$ cat src/rtl/sample_unloader_pkg.sv
// Shared definitions for the capture-buffer readout path.
// Holds the dump length, the buffer word-index width (shared with the capture
// buffer), the default sync header bytes, the unloader state encoding and a
// small byte-select helper.
package sample_unloader_pkg;

  // Capture buffer geometry: 4096 words of 16 one-bit IF samples each.
  localparam int unsigned SAMPLER_WORDS = 4096;
  localparam int unsigned WORD_IDX_W    = 12;

  typedef logic [WORD_IDX_W-1:0] word_idx_t;

  // Default sync header placed in front of every dump.
  localparam logic [7:0] HDR0_DEFAULT = 8'h47;
  localparam logic [7:0] HDR1_DEFAULT = 8'h50;

  typedef enum logic [2:0] {
    StIdle,
    StHdrA,
    StHdrB,
    StLatch,
    StSendHi,
    StSendLo
  } unloader_state_e;

  // Select the high or low byte of a buffer word.
  function automatic logic [7:0] word_byte(input logic [15:0] word, input logic hi);
    return hi ? word[15:8] : word[7:0];
  endfunction

endpackage

$ cat src/rtl/sample_unloader.sv
// sample_unloader: streams the GPS capture buffer to the host link as bytes.
//
// On a start pulse the unit emits a two-byte sync header, then walks the
// capture buffer from its current read pointer, latching one 16-bit word at a
// time and sending it MSB byte first over a valid/ready byte interface.
// Exactly one sample_rd strobe is issued per word.
//
// Ports:
//   clk          system clock (shared with the capture buffer)
//   rst_n        asynchronous active-low reset
//   start        single-cycle dump request, ignored while busy
//   sample_word  capture buffer read data at the current read pointer
//   sample_rd    one-cycle read pointer advance strobe
//   out_data     byte to host link
//   out_valid    out_data valid
//   out_ready    host link accepts the byte when out_valid=1
//   busy         dump in progress
//   done         one-cycle pulse after the last byte of a dump is accepted
module sample_unloader
  import sample_unloader_pkg::*;
#(
  parameter int unsigned WORDS = SAMPLER_WORDS,
  parameter logic [7:0]  HDR0  = HDR0_DEFAULT,
  parameter logic [7:0]  HDR1  = HDR1_DEFAULT
) (
  input  logic        clk,
  input  logic        rst_n,
  input  logic        start,
  input  logic [15:0] sample_word,
  output logic        sample_rd,
  output logic [7:0]  out_data,
  output logic        out_valid,
  input  logic        out_ready,
  output logic        busy,
  output logic        done
);

  localparam word_idx_t LAST_IDX = word_idx_t'(WORDS - 1);

  unloader_state_e state_q, state_d;
  logic [15:0]     hold_q, hold_d;
  word_idx_t       word_cnt_q, word_cnt_d;
  logic            done_d;

  logic            sample_rd_q, sample_rd_d;
  logic [7:0]      out_data_q, out_data_d;
  logic            out_valid_q, out_valid_d;
  logic            busy_q, busy_d;
  logic            done_q;

  // Next-state logic. out_ready is only honoured in states that present a
  // byte, so a transfer always coincides with out_valid=1.
  always_comb begin
    state_d    = state_q;
    hold_d     = hold_q;
    word_cnt_d = word_cnt_q;
    done_d     = 1'b0;

    unique case (state_q)
      StIdle: begin
        if (start) begin
          state_d    = StHdrA;
          word_cnt_d = '0;
        end
      end
      StHdrA: begin
        if (out_ready) state_d = StHdrB;
      end
      StHdrB: begin
        if (out_ready) state_d = StLatch;
      end
      StLatch: begin
        // The buffer word has been stable since the previous strobe at least
        // two cycles ago, so it is captured without a wait state.
        hold_d  = sample_word;
        state_d = StSendHi;
      end
      StSendHi: begin
        if (out_ready) state_d = StSendLo;
      end
      StSendLo: begin
        if (out_ready) begin
          if (word_cnt_q == LAST_IDX) begin
            state_d = StIdle;
            done_d  = 1'b1;
          end else begin
            word_cnt_d = word_cnt_q + 1'b1;
            state_d    = StLatch;
          end
        end
      end
      default: begin
        state_d = StIdle;
      end
    endcase
  end

  // Outputs are computed from the next state so that every port is driven
  // straight from a flop, with no path from out_ready to out_valid/out_data.
  always_comb begin
    sample_rd_d = 1'b0;
    out_data_d  = 8'h00;
    out_valid_d = 1'b0;
    busy_d      = (state_d != StIdle);

    unique case (state_d)
      StHdrA: begin
        out_data_d  = HDR0;
        out_valid_d = 1'b1;
      end
      StHdrB: begin
        out_data_d  = HDR1;
        out_valid_d = 1'b1;
      end
      StLatch: begin
        sample_rd_d = 1'b1;
      end
      StSendHi: begin
        out_data_d  = word_byte(hold_d, 1'b1);
        out_valid_d = 1'b1;
      end
      StSendLo: begin
        out_data_d  = word_byte(hold_d, 1'b0);
        out_valid_d = 1'b1;
      end
      default: begin
        out_data_d  = 8'h00;
      end
    endcase
  end

  always_ff @(posedge clk or negedge rst_n) begin
    if (!rst_n) begin
      state_q     <= StIdle;
      hold_q      <= 16'h0000;
      word_cnt_q  <= '0;
      sample_rd_q <= 1'b0;
      out_data_q  <= 8'h00;
      out_valid_q <= 1'b0;
      busy_q      <= 1'b0;
      done_q      <= 1'b0;
    end else begin
      state_q     <= state_d;
      hold_q      <= hold_d;
      word_cnt_q  <= word_cnt_d;
      sample_rd_q <= sample_rd_d;
      out_data_q  <= out_data_d;
      out_valid_q <= out_valid_d;
      busy_q      <= busy_d;
      done_q      <= done_d;
    end
  end

  assign sample_rd = sample_rd_q;
  assign out_data  = out_data_q;
  assign out_valid = out_valid_q;
  assign busy      = busy_q;
  assign done      = done_q;

endmodule
$ cat config.mk
export PLATFORM = sky130hd
export DESIGN_NAME = sample_unloader
export DESIGN_NICKNAME = d
export VERILOG_FILES = /design/src/rtl/sample_unloader_pkg.sv /design/src/rtl/sample_unloader.sv
export SDC_FILE = /design/constraint.sdc
export NUM_CORES = 1
export LEC_CHECK = 0
export ABC_AREA = 1
export CORE_MARGIN = 2
export CORE_UTILIZATION = 62
export DETAILED_ROUTE_END_ITERATION = 10
export DONT_BUFFER_PORTS = 1
export GPL_TIMING_DRIVEN = 0
export PLACE_DENSITY = 0.87
export SKIP_LAST_GASP = 1
export SLEW_MARGIN = 30
export SYNTH_ARGS = -nofsm -noshare
export SYNTH_HDL_FRONTEND = slang
export SYNTH_SLANG_ARGS = --single-unit
$ cat constraint.sdc
create_clock -name clk -period 2 [get_ports clk]
set_input_delay 0.4 -clock clk [delete_from_list [all_inputs] [get_ports clk]]
set_output_delay 0.4 -clock clk [all_outputs]
set_load 0.01 [all_outputs]
### Register map, names as in the netlist, run 1

Other sequential cells in the stronger gray, the rest of the logic in the fainter gray.
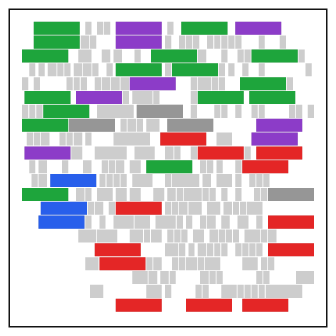
| signal | color | sequential cells |
|---|---|---|
| `word_cnt_q` | red | 12 |
| `hold_q` | green | 16 |
| `out_data` | purple | 8 |
| `state_q` | blue | 3 |
share of cell area taken by flip-flops and latches: 48.07%
total sequential power: 1370 µW
sequential standard cell area: 1076 µm²

### Pin map, run 1

Pins as bars across the die edge, other pins in gray.
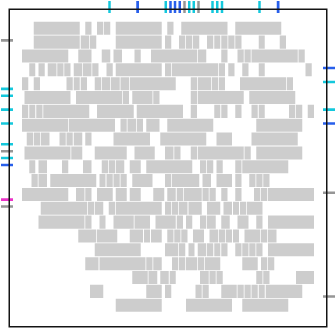
| port | color | pins | direction | edge |
|---|---|---|---|---|
| `sample_word` | cyan | 16 | input | 8 top, 6 left, 2 right |
| `out_ready` | magenta | 1 | input | left |
| `out_data` | blue | 8 | output | 5 top, 2 right, 1 left |
port bufs: 0
Chip Height: 62.07 µm

==> notes.md, run 1 <==
Numbers from the implementation run.

The run finished with clean final reports. The clock sink total is 43. STA classifies the critical path endpoint as a flop. The number of different library cells used by synthesis comes to 28. The met2 routing resource usage after global routing is 33.04%.

The relative contribution of the clock network to total power is 14.7%. The critical path goes through ha_2 -> nand2_2 -> nor2_2 -> nand3_2 -> nand2_2 -> nand4_1 -> nor2_2 -> nand2_1 -> nand2_1. The top metal layer carrying routed signals is met4. Total power normalized to cell area comes to 1283 nW/µm². The combinational group power is about 1100 µW. The highest cell delay on the worst timing path is 470 ps. The detailed router reports a met2 wire length of 1.799 mm. After floorplanning, the die was sized to cover slightly below 4000 µm². The synthesized area divided by synthesized cell count is about 8.4 µm². The total negative slack for setup checks is 0 ps. The met1 track demand over resource is 30.03%.

The number of nets handed over by synthesis was around 270. Per the post-CTS timing run, clock transition at the registers of the reported paths is 130 ps. The number of warnings in the stage logs is 26. The share of synthesized cell area in and, or, nand and nor gates is between 30% and 40%. The post-synthesis xor/xnor area fraction is 2.932%. Sequential cells burn 47.6% of the power.

Entering global routing, the biggest net connects 44 pins. The logic gate fraction of the total cell area is 41.70%. Dividing the final minimum period by the clock period gives a little over 90%.

The number of cells reported by Yosys stat comes to 250. The latest clock arrival within the worst-skew pair is 360 ps. The required time of the critical path is between 2000 and 2500 ps.

Per the OpenROAD floorplan log, the area of the core is approximately 3300 µm². The static power due to leakage is between 0.001 and 0.0015 µW. The worst setup slack for register-to-register paths is 190 ps. The average via count per standard cell is 5.275. The synthesis stat section lists a flop and latch total of between 40 and 50. The met3 wire length is 230 µm. According to the timing report, the arrival time at the worst endpoint equals about 2100 ps. Global routing used 21.87% of the available tracks across all layers. The cell count after placement is 296. The startpoint of the worst register-to-register path is word_cnt_q[0]. After layout the signal buffers, clock cells excluded, come to ~2.2% of cell area. The category of the most critical setup path is flop to flop. The area growth from synthesis to layout is 7.062%. After layout, the inverter instance count without clock inverters stands at 15. The timing report lists the critical path depth as 9 cells. The proportion of power drawn by combinational gates is between 30% and 40%.

The final count of pins violating max slew is 0. The final routed DRC violation total is 0. The library cell used as clock root buffer is sky130_fd_sc_hd__clkbuf_4. The reg-to-reg critical path endpoint is out_data[5].

The synthesized design spends more area on one cell type than any other, namely sky130_fd_sc_hd__dfrtp_1. The final setup slack of the worst path is 187.0 ps. In the power breakdown, the internal column shows 1649 µW.

The synthesized design devotes to its leading area cell type 51.47% of total area. The global-route track usage on met3 is 6.625%. The final antenna diode count is 0.

The via count of the first global-routing pass is 1339. In the finished layout, the clock tree contains a buffer count of 5. The endpoint of the worst setup timing path is out_data[5].

The fill cell total of the finished layout is around 270. According to the report, the first pass of detailed routing completed in 5 iterations. The combined area of all synthesized cells is 2091 µm². The slew check shows that the tightest pin keeps a relative margin of slightly below 70%. Of the cells placed in the final design, the portion with a size suffix greater than 1 is 14.23%. The adder-cell share of the synthesized area is 0.5984%. The site row count is 21. Once detail routing completed, the nets flagged for antenna violations numbered 0.

The prevailing post-synth register cell is sky130_fd_sc_hd__dfrtp_1. Max-cap violations in this run came to 0. At the pin with the least slew margin, the transition time is 465.7 ps.

The violation count after the first detailed-route iteration is 127. The final RePlAce weighted congestion is 0.9114. In the final layout, clock buffers and inverters account for around 2.6% of the cell area. The met1 wire length is 1.758 mm. The multiplexer share of the synthesized area is 0%. The synthesis log from Yosys contains 0 warnings. At the placement stage, the worst setup path has a slack of roughly 170 ps. The top contributor to total power is sequential cells.

The cell count after synthesis came out at 250. Excluding fillers, the count of instances in the completed layout stands at 306. The synthesized netlist devotes 3.052% of its cell area to compound gates. The maximum ir drop on the vdd rail is 0.0008127 V. The layout report lists the multi-input gate area as 933.4 µm². The setup fix buffers added after clock tree synthesis is 0.

The most area-hungry cell class in the final design is flip-flops and latches. The most crowded layer after global routing is met2. The worst reg-to-reg path cell count is 9.

Hold timing on the final database bottoms out at a slack of about 160 ps. Power comes to about 2900 µW. Summed over all layers, the global routing overflow is 0. Derived from the worst setup path, the maximum achievable clock frequency is 551.6 MHz. The placed instances occupy a cell area of around 2100 µm². Looking at the clock tree report, the H-tree level count equals 2.

Of all flip-flops after synthesis, the portion carrying an async set or reset was 100.0%. The worst path needs 1813 ps of the cycle, external delays included. The finished layout reports a core utilization of 68.15%. By count the netlist is led by sky130_fd_sc_hd__nand2_1 (109), sky130_fd_sc_hd__dfrtp_1 (43), sky130_fd_sc_hd__nand3_1 (21), sky130_fd_sc_hd__nor2_1 (18), sky130_fd_sc_hd__inv_1 (9).

The register with the most flip-flops is hold_q. Of the combinational cells, the family taking the most area is simple AND/OR/NAND/NOR gates. Per the cell usage report, the commonest logic cells after layout are sky130_fd_sc_hd__nand2_1 (109), sky130_fd_sc_hd__dfrtp_1 (43), sky130_fd_sc_hd__nand3_1 (21).

The floorplan report gives the top-level pin count as 32. Hold-check failures listed in the final report amount to 0. The sequential cell count of the final layout is around 43. The type recorded for the worst min-delay path is input pin to flop. By area the synthesized netlist is led by sky130_fd_sc_hd__dfrtp_1 (51%), sky130_fd_sc_hd__nand2_1 (20%), sky130_fd_sc_hd__nand3_1 (5.0%).

The most common cell in the netlist is sky130_fd_sc_hd__nand2_1. The effective utilization at floorplan is 63.66%. The first-pass GRT wire length is between 6 and 7 mm. In this run, synthesis inferred 0 flip-flops with an integrated enable. The sequential share of the synthesized area is 51.47%. The register with the most flip-flops in the layout has 16 of them. The final layout net count is 280.

The initial antenna violation count was 0. Per the timing report, the biggest fanout along the worst path comes to 6. The startpoint of the worst hold path is sample_word[8].

The estimated wirelength of the detail-placed design is approximately 2.8 mm. In this run switching power makes up 42.58% of total power. The non-clock buffer instance count of the final layout is 5. Hold analysis lists the worst path endpoint as hold_q[8]. The area of the synthesized netlist per yosys stat is 2091 µm². The net switching power is between 1000 and 1500 µW. The width of the die is 62.07 µm.

The number of buffers inserted for hold repair after clock tree synthesis is 2. The nature of the critical path startpoint is a flop. The most common cell after layout, fill and taps aside is sky130_fd_sc_hd__nand2_1.
### Clock nets, run 1

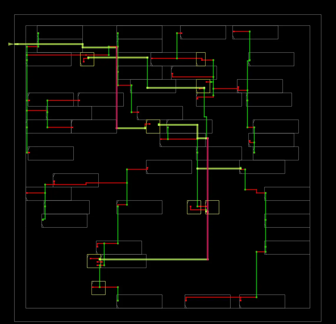
clock skew after layout: 7.770 ps
clock network power: 422 µW
Num CTS Buffers: 5

### Signal wires by layer, run 1

Scale bar: 20 µm.
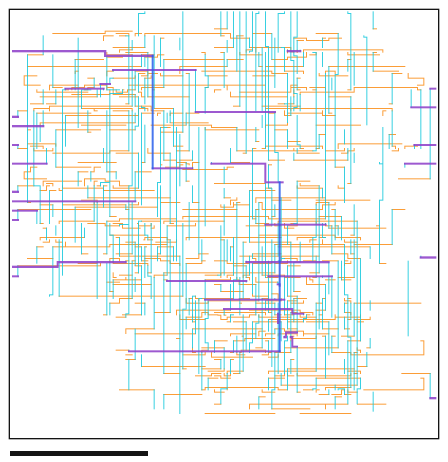
| layer | color | wire length |
|---|---|---|
| M3 | purple | 230 µm |
| M4 | blue | 40.8 µm |
| M1 | orange | 1760 µm |
| M2 | cyan | 1800 µm |
drt total wl: 3.828 mm
via count: 1614
Routed WL per cell: 12.51 µm

--- run 2 (diff from run 1) ---
--- a/config.mk
+++ b/config.mk
@@ -7,11 +7,10 @@
 export LEC_CHECK = 0
 export ABC_AREA = 1
 export CORE_MARGIN = 2
-export CORE_UTILIZATION = 62
+export CORE_UTILIZATION = 53
 export DETAILED_ROUTE_END_ITERATION = 10
-export DONT_BUFFER_PORTS = 1
 export GPL_TIMING_DRIVEN = 0
-export PLACE_DENSITY = 0.87
+export PLACE_DENSITY = 0.88
 export SKIP_LAST_GASP = 1
 export SLEW_MARGIN = 30
 export SYNTH_ARGS = -nofsm -noshare
==> run 2 against run 1 <==
Critical path depth shrank 1. Synthesized cell count is the same. Sequential power shrank 4%. Hold slack lost 160 ps. First-iteration DRC count shrank 5.5%. Largest cell class unchanged. Highest routed layer unchanged.
==> notes.md, run 2 <==
Numbers from the implementation run.

By startpoint and endpoint, the worst setup path is classified as flop to flop. The number of ports placed on the die boundary was 32 (unchanged). The time the final worst path needs with I/O delays and setup was 1795 ps (-18.13 ps). The detailed route wirelength on metal2 came to 2.202 mm (+22%). The die outline area came to 4463 µm² (+16%). The final antenna diode count is 0 (unchanged). The total of max-cap violations is 0 (unchanged).

The most crowded layer after global routing is met2. The worst slack on hold paths came to 1.750 ps (-161.3 ps). The first-pass GRT wire length was 7.541 mm (+24%). The via count of the first global-routing pass came to 1628 (+22%). The final setup slack of the worst path is 205.1 ps (+18.13 ps). The setup fix buffers added after clock tree synthesis is 0 (unchanged).

The met1 track demand over resource is 29.96% (-0.071 points). The count of H-tree levels built during CTS is 2 (unchanged). The final count of pins violating max slew is 0 (unchanged). The largest fanout of any net on the critical path came to 6 (unchanged). The non-clock inverter instance count of the final layout was 15 (unchanged). The global-route total usage across every layer is 23.09% (+1.2 points). The biggest slice of the total power is consumed by combinational cells. The flip-flop count of the largest register, all copies and words added is 16 (unchanged). The number of vias after detailed routing came to 1734 (+7.4%). The global-route track usage on met3 is 5.912% (-0.71 points).

The estimated wirelength of the detail-placed design is 3.188 mm (+16%). The final layout net count is 310 (+11%). The main combinational cell family by area after synthesis is simple AND/OR/NAND/NOR gates. The average via count per standard cell was 5.145 (-2.4%).

The post-place instance area is 2476 µm² (+15%). The run finished with clean final reports. The post-synthesis async set-or-reset flop share is 100.0% (unchanged). The power consumed by sequential cells is 1310 µW (-4%). The width of the die is 66.81 µm (+7.6%). The pin count of the biggest net entering global routing is 30 (-32%). The final routed wirelength across all metal layers is 4.414 mm (+15%). The endpoint class of the critical path is a flop. The floorplan die height was 66.81 µm (+7.6%). The net switching power is 1329 µW (+8.8%). The startpoint of the worst register-to-register path is word_cnt_q[0]. The required time of the critical path is 2180 ps (-130 ps). The area taken by multi-input logic gates was 937.1 µm² (+0.40%). The number of clock buffers inserted by TritonCTS is 5 (unchanged). The placeable core region is 3716 µm² (+13%). The worst setup slack for register-to-register paths is 210 ps (+20 ps). The cell count after placement is 330 (+11%).

The non-clock buffer instance count of the final layout is 35 (+30). The combined area of all synthesized cells is 2091 µm² (unchanged). The post-synthesis cell type count is 28 (unchanged). The gate count of the mapped netlist is 250 (unchanged). The clock tree buffer count of the final layout is 5 (unchanged). The clock sink total is 43 (unchanged). The switching portion of total power was 40.48% (-2.1 points). After synthesis, the cell types taking the most area are sky130_fd_sc_hd__dfrtp_1 (51%), sky130_fd_sc_hd__nand2_1 (20%), sky130_fd_sc_hd__nand3_1 (5.0%). The relative max-transition margin is 71.73% (+2.8 points). The average routed wire per standard cell was 13.10 µm (+4.7%). The highest cell delay on the worst timing path is 440 ps (-30 ps). The transition time of the tightest slew-check pin is 419.7 ps (-46.04 ps). The final RePlAce weighted congestion came to 0.9047 (-0.74%). The met1 wire length is 1.919 mm (+9.2%). The post-synthesis share of cell area spent on and-or and or-and gates was 3.052% (unchanged).

The sequential standard cell area came to 1076 µm² (unchanged). The top metal layer carrying routed signals is met4. The number of enable flip-flop cells is 0 (unchanged). From synthesis to final layout, the design area changed by 22.68%.

The static power due to leakage was 0.001213 µW (+12%). The internal power summed over all cells came to 1955 µW (+19%). The relative contribution of the clock network to total power came to 16.1% (+1.4 points). The total power is 3285 µW (+14%). The most common logic cells in the final layout are sky130_fd_sc_hd__nand2_1 (109), sky130_fd_sc_hd__dfrtp_1 (43), sky130_fd_sc_hd__clkdlybuf4s50_1 (30). The maximum ir drop on the vdd rail was 0.001014 V (+25%). The number of synthesized register bits was 43 (unchanged). The number of failing hold endpoints at the final stage is 0 (unchanged). The fill cell total of the finished layout came to 275 (+2.2%).

In the synthesized netlist, the cells that appear most often are sky130_fd_sc_hd__nand2_1 (109), sky130_fd_sc_hd__dfrtp_1 (43), sky130_fd_sc_hd__nand3_1 (21), sky130_fd_sc_hd__nor2_1 (18), sky130_fd_sc_hd__inv_1 (9). For reference, the critical path is captured by out_valid. In this run the critical register-to-register path is captured at out_valid. The share of cell area taken by flip-flops and latches came to 41.95% (-6.1 points). The most used flip-flop cell after synthesis is sky130_fd_sc_hd__dfrtp_1.

The count of antenna-violating nets left after detailed routing is 0 (unchanged). The sequential share of the synthesized area was 51.47% (unchanged). The clock tree cell share of total cell area was 3.220% (+0.65 points).

The data arrival time at the worst-slack endpoint is 1980 ps (-140 ps). The most common cell after layout, fill and taps aside is sky130_fd_sc_hd__nand2_1. The latest clock arrival within the worst-skew pair was 300 ps (-60 ps). The total iterations of the first detailed-routing run is 4 (-1).

The total negative slack for setup checks is 0 ps (unchanged). The fraction of final layout cells with drive strength greater than 1 was 13.15% (-1.1 points). The site row count is 22 (+4.8%).

The share of synthesized cell area in and, or, nand and nor gates is 37.94% (unchanged). The yosys synthesis warning count was 0 (unchanged). The biggest area contributor in the post-synthesis netlist is sky130_fd_sc_hd__dfrtp_1. The ratio of total power to cell area was 1281 nW/µm² (-0.15%). The maximum achievable frequency came to 557.1 MHz (+1.0%). The share of the core filled with cells in the final layout is 69.02% (+0.87 points). The post-route clock skew is 8.956 ps (+1.186 ps). The met3 wire length is 209 µm (-9.1%). The number of cell instances after yosys synthesis is 250 (unchanged). The report lists the cells along the critical path as ha_2 -> nand2_2 -> nor2_2 -> nand3_2 -> nand2_1 -> nand3_1 -> a21oi_2 -> nand2_1. The remaining global-route overflow is 0 (unchanged).

The number of cells in the finished layout apart from fillers is 337 (+10%). The non-clock buffer area fraction after layout was 13.46% (+11 points).
### Signal wires by layer, run 2

Scale bar: 20 µm.
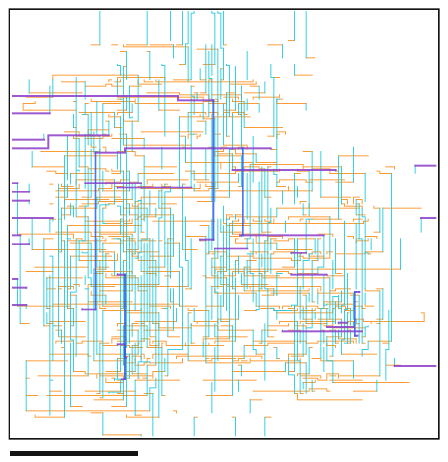
| layer | color | wire length |
|---|---|---|
| M2 | cyan | 2200 µm |
| M1 | orange | 1920 µm |
| M4 | blue | 83.0 µm |
| M3 | purple | 210 µm |

### Clock nets, run 2

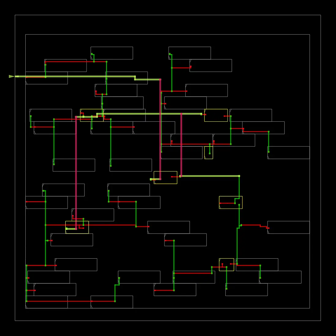
clock network power: 528 µW
FF+latch count: 43

--- run 3 (diff from run 2) ---
--- a/config.mk
+++ b/config.mk
@@ -6,7 +6,7 @@
 export NUM_CORES = 1
 export LEC_CHECK = 0
 export ABC_AREA = 1
-export CORE_MARGIN = 2
+export CORE_MARGIN = 4
 export CORE_UTILIZATION = 53
 export DETAILED_ROUTE_END_ITERATION = 10
 export GPL_TIMING_DRIVEN = 0
### Clock distribution, run 3

Scale bar: 20 µm.
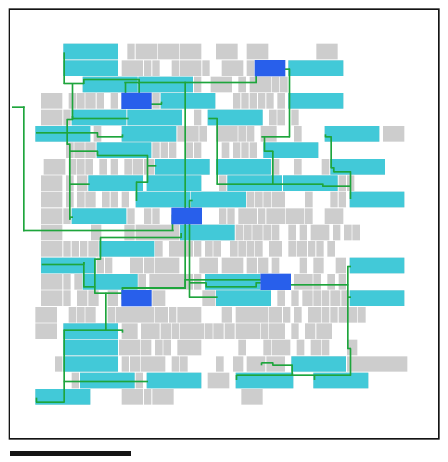
[clock wires] green | length: 507 µm
[clock-net drivers] blue | count: 5
[flip-flops] cyan | count: 43
routed clock nets: 6
flops lie: widely spread

### Pin map, run 3

Pins as bars across the die edge, other pins in gray.
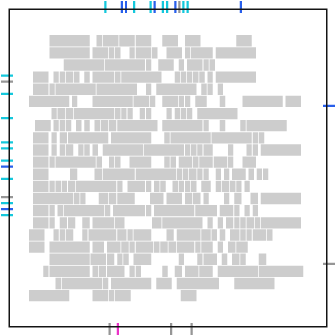
| port | color | pins | direction | edge |
|---|---|---|---|---|
| `out_ready` | magenta | 1 | input | bottom |
| `sample_word` | cyan | 16 | input | 9 left, 7 top |
| `out_data` | blue | 8 | output | 5 top, 2 left, 1 right |

==> run 3 against run 2 <==
Critical path depth up 1. Count of clock-buffer cells in the layout unchanged. Area after synthesis unchanged. Highest routed layer unchanged. Synthesized cell count unchanged. Critical path type unchanged.
==> notes.md, run 3 <==
Numbers from the implementation run.

The run finished with clean final reports. The final setup slack of the worst path was 198.0 ps (-7.155 ps). The floorplan die height is 70.81 µm (+6.0%). The largest fanout of any net on the critical path came to 6 (unchanged). The final RePlAce weighted congestion is 0.8824 (-2.5%). The non-clock buffer instance count of the final layout is 35 (unchanged).

The fraction of final layout cells with drive strength greater than 1 is 13.45% (+0.30 points). Summed over all instances, the cell type with the most area after synthesis is sky130_fd_sc_hd__dfrtp_1. The met3 wire length is 189 µm (-9.6%). The data arrival time at the worst-slack endpoint came to 2040 ps (+60 ps). The switching portion of total power was 40.35% (-0.12 points).

The share of synthesized cell area in and, or, nand and nor gates is 37.94% (unchanged). The yosys synthesis warning count is 0 (unchanged). The via count of the first global-routing pass is 1660 (+2.0%). The worst setup slack for register-to-register paths came to 200 ps (about the same). The main area contributors are sky130_fd_sc_hd__dfrtp_1 (51%), sky130_fd_sc_hd__nand2_1 (20%), sky130_fd_sc_hd__nand3_1 (5.0%). The post-route clock skew came to 8.098 ps (-0.8577 ps). The pin count of the biggest net entering global routing is 26 (-13%). The latest clock arrival within the worst-skew pair is 300 ps (about the same). The final layout net count came to 310 (unchanged). The average routed wire per standard cell came to 13.04 µm (-0.45%).

The total negative slack for setup checks was 0 ps (unchanged). The clock tree cell share of total cell area came to 3.582% (+0.36 points). The sequential cell count of the final layout is 43 (unchanged). The first-pass GRT wire length is 7.555 mm (+0.19%). STA lists the startpoint of the worst register-to-register path as word_cnt_q[0].

The sequential share of the synthesized area is 51.47% (unchanged). The static power due to leakage is 0.001211 µW (-0.11%). The number of enable flip-flop cells is 0 (unchanged).

The power consumed by the clock network is 571 µW (+8.1%). The worst slack on hold paths is 42.61 ps (+40.86 ps). The power consumed by sequential cells is 1320 µW (about the same).

The global-route track usage on met3 is 4.688% (-1.2 points). The total of max-cap violations was 0 (unchanged). The non-clock buffer area fraction after layout is 13.65% (+0.19 points).

The share of cell area taken by flip-flops and latches is 41.67% (-0.28 points). The detailed route wirelength on metal2 came to 2.326 mm (+5.6%). The setup fix buffers added after clock tree synthesis is 0 (unchanged). The number of synthesized register bits is 43 (unchanged).

The combined area of all synthesized cells is 2091 µm² (unchanged). The time the final worst path needs with I/O delays and setup came to 1802 ps (+7.155 ps). The count of H-tree levels built during CTS is 2 (unchanged). In the synthesized netlist, the cells that appear most often are sky130_fd_sc_hd__nand2_1 (109), sky130_fd_sc_hd__dfrtp_1 (43), sky130_fd_sc_hd__nand3_1 (21), sky130_fd_sc_hd__nor2_1 (18), sky130_fd_sc_hd__inv_1 (9). The global-route total usage across every layer is 18.94% (-4.2 points). The total power is 3300 µW (+0.48%). The fill cell total of the finished layout is 292 (+6.2%).

The cell count after placement is 330 (unchanged). The post-place instance area is 2484 µm² (+0.30%). The area growth from synthesis to layout is 23.64%. The required time of the critical path came to 2230 ps (+50 ps). The remaining global-route overflow is 0 (unchanged). The post-synthesis cell type count is 28 (unchanged).

The worst setup path is captured at a flop. The reg-to-reg critical path endpoint is out_data[5]. The placeable core region is 3744 µm² (+0.74%). The total iterations of the first detailed-routing run is 4 (unchanged).

The count of antenna-violating nets left after detailed routing is 0 (unchanged). The maximum achievable frequency is 554.9 MHz (-0.40%). The flip-flop count of the largest register, all copies and words added is 16 (unchanged).

For reference, the critical path cell chain is ha_2 -> nand2_2 -> nor2_2 -> nand3_2 -> nand2_2 -> nand4_1 -> nor2_4 -> nand2_1 -> nand2_1.
Power and IR drop assume default switching activity.
